run_1/density.png
Scale: 4 px per um. 8 x 8 tiles, from black (low) to pale yellow (high), 0 to 100% covered.
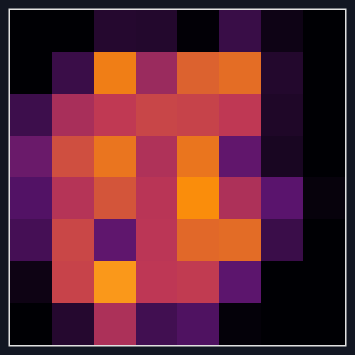
run_1/met2.png
Scale: 4 px per um.
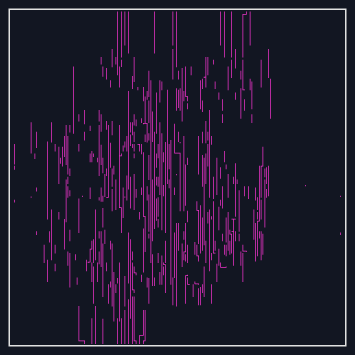
run_1/final_clocks.png
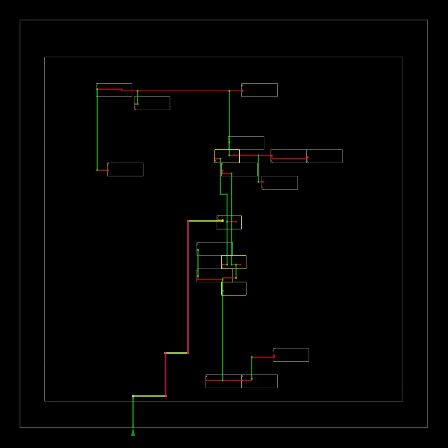
Design ctr_updn_mod_flat, sky130hd; sources not shown.
==> run notes, run 1 <==
Flow results follow.

The most area-hungry cell type in the Yosys netlist is dfxtp_1. The sequential fraction of the synthesis area is approximately 17%. The first-pass GRT wire length is around 7.5 mm. The reg2reg setup slack is 0.99 ns. The number of placed instances with taps included is 305.

Once the clock tree was built, the resizer swapped 0 gates to a different size. The synthesis report lists the most area-consuming cells as dfxtp_1 (17%), ha_1 (15%), mux2i_1 (6.1%). The report puts the cell count of the worst reg-to-reg path at 9. Entering global routing, the biggest net connects 11 pins. Synthesis produced about 200 cells. In the detailed route, the total length drawn on met2 is 2.03 mm. The relative max-transition margin is 50.6%. The final hold slack is 0.491 ns. The most common cell in the synthesized netlist is ha_1.

The detailed-routing iteration count for the pre-antenna-repair pass is 4. Yosys reports that the most numerous cell types are ha_1 (20), nand2_1 (19), inv_1 (15). In this run the VDD rail shows a maximum IR drop of 117 uV.

The timing report lists the critical path depth as 10 cells. The highest fanout seen on the critical path is 8. The finished layout holds 309 standard cells, fillers aside. The total power draw is 570 uW. Per the Yosys statistics, synthesis produced 199 cells. The combinational power share is ~43%. Per the post-CTS timing run, clock transition at the registers of the reported paths is 0.06 ns.

The remaining routing DRC violations is 0. The sequential cell power is between 150 and 200 uW. In this run the number of H-tree levels came out at 1. The launching element type of the critical path is an input pin. In this design, the stage delay of the slowest critical-path cell is around 0.60 ns. The met1 global-route usage is 17.1%.

The net switching power figure is roughly 200 uW. The register area is between 200 and 300 um^2. The run finished with clean final reports. The transition time recorded at the tightest slew-check pin is ~0.74 ns. The met3 routed wirelength is 166 um. The proportion of power drawn by the clock network is 27.3%. The global route total overflow is 0. A synthesized cell averages 8.20 um^2. STA classifies the critical path endpoint as a flop.

The analysis attributes to cell leakage a power of 0.843 nW. At the end of routability-driven placement, the weighted congestion stood at 0.826. The number of antenna violations at the first check in global routing is 0. The routed design shows a via density per instance of 5.16. In the global route stage, met3 resource usage came out at 1.58%.

The area occupied by multi-input gates is between 1000 and 1500 um^2. The yosys synthesis warning count is 0. The number of antenna diodes is 0. The top flip-flop cell by instance count after synthesis is dfxtp_1. The critical path endpoint has a required time of 3.71 ns. In this run the cell area measured after placement is 2080 um^2. The setup-violating endpoint count in the final report is 0. The smallest clock period supported by the final layout is computed as 3.18 ns. Note, the detailed placer reported a final HPWL of 3.62 mm.

For this sky-water flow run, the detailed-routed wirelength per cell is reported as 14.1 um. The post-synth tally of flip-flops with integrated enable is 0. The accumulated negative setup slack is 0 ns. The number of hold violations in the final report is 0.

Synthesis inferred 14 register bits. The buffer and inverter count on the worst path is 2. The most common logic cells in the final layout are clkdlybuf4s50_1 (36), ha_1 (20), nand2_1 (19), inv_1 (15), dfxtp_1 (14).
## Picture notes: density.png
mean over tiles: 29%
nearly empty tiles: 25%
tiles over 75% full: 3.1%
emptiest ninth of the die: lower right
fullest tile: 78%
densest ninth of the die: center
floorplan-stage core utilization: 31.3%
final standard cell utilization of the core: 41.0%
placeable core region: 5200 um^2

## Picture notes: met2.png
nets with wire on the layer: 235
longest straight run: 45.6 um
wire length on this layer: 2030 um
via count: 1595
met2 Track Usage GR: 20.5%
post-detailed-routing wire length: 4.36 mm

## Picture notes: final_clocks.png
# clk buffers: 4
clock latency reported for the late side of the worst-skew pair: 0.24 ns
clock skew: 0.00240 ns
sink count of the clock tree: 14
sequential cells: 14

-- run 1: layout make-up --
| type | count | share of cell area (%) |
|---|---|---|
| clock buffers | 4 | 2.58 |
| well taps | 70 | 4.10 |
| multi-input cells | 160 | 57.9 |
| repair buffers | 36 | 16.9 |
| inverters | 15 | 2.64 |
| flip-flops and latches | 14 | 13.1 |
| plain buffers | 10 | 2.81 |
-- run 1: logic make-up (layout without fill, tap and decap cells) --
group | Yosys count | count (layout) | share of synthesized area (%)
xor gates and xnor gates | 13 | 13 | 6.98
AOI/OAI and AO/OA | 60 | 60 | 27.8
adders and majority gates | 20 | 20 | 15.3
DFF | 14 | 14 | 17.2
and+or+nand+nor | 57 | 57 | 19.5
buffers and inverters | 25 | 65 | 7.13
muxes | 10 | 10 | 6.14
==> run 1 -> run 2 <==
--- a/config.mk
+++ b/config.mk
@@ -6,6 +6,7 @@
 export NUM_CORES = 1
 export LEC_CHECK = 0
 export CAP_MARGIN = 20
+export CORE_ASPECT_RATIO = 1.5
 export CORE_MARGIN = 5
 export CORE_UTILIZATION = 30
 export DETAILED_ROUTE_END_ITERATION = 10
run_2/final_clocks.png
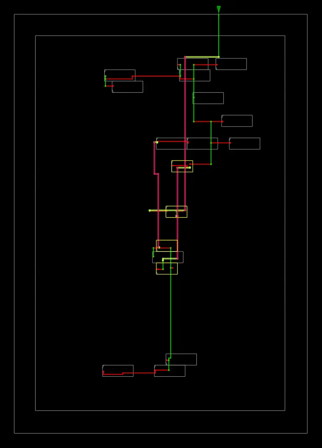
clock skew: 0.00668 ns
clock buffers created by TritonCTS: 3
Power Clock: 159 uW
clock latency reported for the late side of the worst-skew pair: 0.25 ns

run_2/registers.png
Scale: 4 px per um.
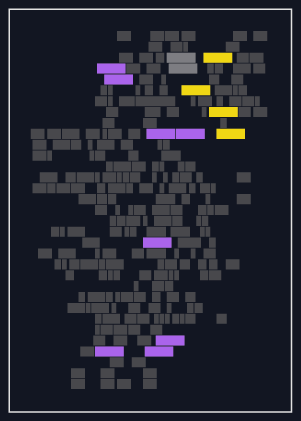
[u_core.pcnt_p1] yellow | sequential cells: 4 | where: upper right
[u_core.bus.q] purple | sequential cells: 8
not colored: 2
final standard cell utilization of the core: 39.8%
sequential logic power: 168 uW
flip-flop and latch area: 280 um^2

==> run notes, run 2 <==
Flow results follow.

The flow ran to the end, and the final reports show no timing, DRC or antenna violations. The top cell type in the final layout, fill and taps aside, is clkdlybuf4s50_1. The number of antenna diodes is 0. Max-cap violations in this run came to 0.

The TritonCTS clock tree is built. According to the floorplan report, the total die area is 7040 um^2. Sequential cells were found to cover 17.2% of the synthesized design area. Cells with a size suffix above 1 make up 9.62% of the layout. The final non-filler cell total is between 300 and 400. On met3, the global router reports a usage of under 10%.

The leakage power is 0.843 nW. After synthesis, the cell types taking the most area are dfxtp_1 (17%), ha_1 (15%), mux2i_1 (6.1%). The detailed router reports a met2 wire length of 2.27 mm. Across all register-to-register paths, the minimum setup slack is 1.02 ns. The maximum clock frequency is 321 MHz.

The iteration count recorded for the first detailed-route pass is 6. The number of antenna violations at the first check in global routing was 0. The post-synth area from yosys stat is 1630 um^2.

The first-pass GRT wire length is approximately 7.4 mm. The async set-reset flop share out of synthesis is 0%. The summed area of non-filler cells in the final layout is 2130 um^2. The proportion of power drawn by the clock network is roughly 28%.

The cell area after placement is 2080 um^2. Together, buffers and inverters on the worst path number 2. Signal nets in the final route climb as high as met4. The global routing stage identified its most utilized layer as met2.

The global-route total usage across every layer is between 10% and 20%. The final hold slack is 0.498 ns. The area growth from synthesis to layout is 30.8%. The count of tool warnings is 28. In the per-layer breakdown of the detailed-route log, met1 shows 1.88 mm. According to the CTS report, the clock sink count is 14.

The heaviest power group is combinational logic. The per-cell routed wire length is 14.3 um. The worst setup path is launched from an input pin.

The library cells used most frequently in the layout, excluding fill and tap cells, are clkdlybuf4s50_1 (36), ha_1 (20), nand2_1 (19), inv_1 (15), dfxtp_1 (14). The number of buffers between clock root and the deepest sink is 2. The worst IR drop on VDD is ~98 uV.

Counting instances in the post-synthesis netlist gives the leading cell types as ha_1 (20), nand2_1 (19), inv_1 (15). The number of flip-flops under the largest register name is 8. The estimated wirelength of the detail-placed design is 3.70 mm. The post-synth tally of flip-flops with integrated enable is 0. The total detailed-routing wirelength is approximately 4.4 mm. The setup-violating endpoint count in the final report is 0.

The root buffer cell is clkbuf_8. The synth_stat.txt file lists the number of cells as 199. The flip-flop and latch count after synthesis is 14. The smallest clock period supported by the final layout is computed as a little over 3 ns. The slowest stage of the critical path is the o21ai_1 cell. The met2 track demand over resource is approximately a quarter. The worst setup path is captured at a flop.

The count of port buffers added during placement is 36. The synthesized design devotes to its leading area cell type 17.2% of total area. Global routing consumed, on the met1 layer, 14.0% of the routing resources. The number of core rows is 33. In this run the number of H-tree levels came out at 1. On the worst path, the slowest cell contributes a delay of 0.56 ns. Entering global routing, the biggest net connects 11 pins. In this run the power spent charging and discharging nets is 202 uW. The arrival time reported for the critical path endpoint is about 3.2 ns. The CTS clock-pin slew for the worst setup and hold paths is 0.07 ns. The total vias in the final route is 1594. The max-slew check reports its worst relative slack as 50.0%.

In the hold timing report, the worst path depth is 1. Routability-driven placement finished with a final weighted congestion of around 0.85. The timing report attributes the biggest portion of critical-path delay to AND-OR/OR-AND gates. The final clock period utilization by the worst path is 86.7%. The combinational group power is between 200 and 250 uW.

The met3 routed wirelength is 129 um. The global route total overflow is 0. Per the synthesis report, the number of distinct cell types is 51. The synthesis log from Yosys contains 0 warnings. The instance count on the critical path is 10. The first routing iteration left 50 violations. The endpoint required time on the critical path is 3.72 ns. The number of nets still failing antenna checks after routing is 0.

The transition time at the pin with the least slew margin is 0.744 ns. The net switching fraction of the power is between 30% and 40%. Of all nets on the critical path, the largest fanout is 8.

The DRC violation total left in the routed layout is recorded as 0. For reference, the final report shows the max-slew violation count at 0. The number of global-route vias before repair came to 1650. After technology mapping, the gate count stands at 199. Synthesis produced a netlist with a net count of 247. Post-synth the commonest register cell is dfxtp_1. The post-cts hold buffer count is 0. The total power draw is ~570 uW. The number of vias per cell after detailed routing is approximately 5.2. The starting utilization of the core area is 30.4%.

The detailed placer reported the number of placed instances as 305. The most frequent cell after synthesis is ha_1. The flow reports that combinational logic draws 42.8% of the design power.

The count of nets after finishing is 288. The number of instances resized during post-cts repair is 0. Of all cell types, the one taking the most synthesized area is dfxtp_1. The post-CTS setup buffer count is 0. Setup repair after global routing left no endpoint under its margin.

Counting cells, the worst reg-to-reg path comes to 9. The accumulated negative setup slack is 0 ns. The post-synthesis area per instance is 8.20 um^2.

In the final report, the number of hold violations comes to 0. The signal on the critical path passes through clkdlybuf4s50_1 -> inv_1 -> ha_1 -> nand4_1 -> o21ai_1 -> o22ai_1 -> a211oi_1 -> nor2_1 -> o211ai_1 -> a21oi_1. Summing every instance area after synthesis gives 1630 um^2.

The power density over the cells is 268 nW/um^2.
run_2/pdn.png
Scale: 4 px per um. Pins as bars on the die edge.
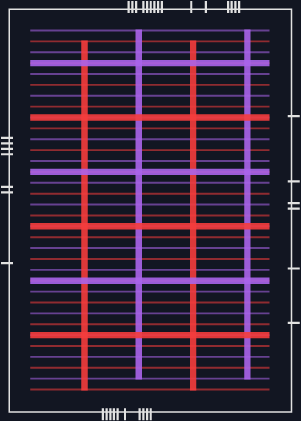
[VSS] red
[VDD] purple
met4 straps: 4
signal pins: 38
rows: 33
met5 straps: 6
met1 rails: 34
die height: 100 um
Die X: 70.2 um
placeable core region: 5370 um^2

[run 2: cell counts in the layout (fill, tap and decap cells not counted)]
Identical to the previous run, type by type.
[run 2: kinds of logic after synthesis]
group	synth area share [%]
compound gates	27.8
xor+xnor	6.98
fa+ha+maj	15.3
buf+inv	7.13
flops	17.2
mux	6.14
simple gates	19.5
[run 2: cell type report]
class	count	area, um^2
clock buffer	4	55.1
inverter	15	56.3
fill	570	3230
timing repair buffer	36	360
tap	70	87.6
sequential	14	280
multi-input combinational	160	1230
buffer	10	60.1
[run 2: worst reg2reg max path, stage by stage (launching register included)]
cell and delay, ns:
dfxtp_1 0.47, inv_1 0.15, ha_1 0.30, nand4_1 0.13
o21ai_1 0.54, o22ai_1 0.18, a211oi_1 0.32, nor2_1 0.08
o211ai_1 0.19, a21oi_1 0.09
Power figures rest on the tool's default switching activity, not on a simulated workload.
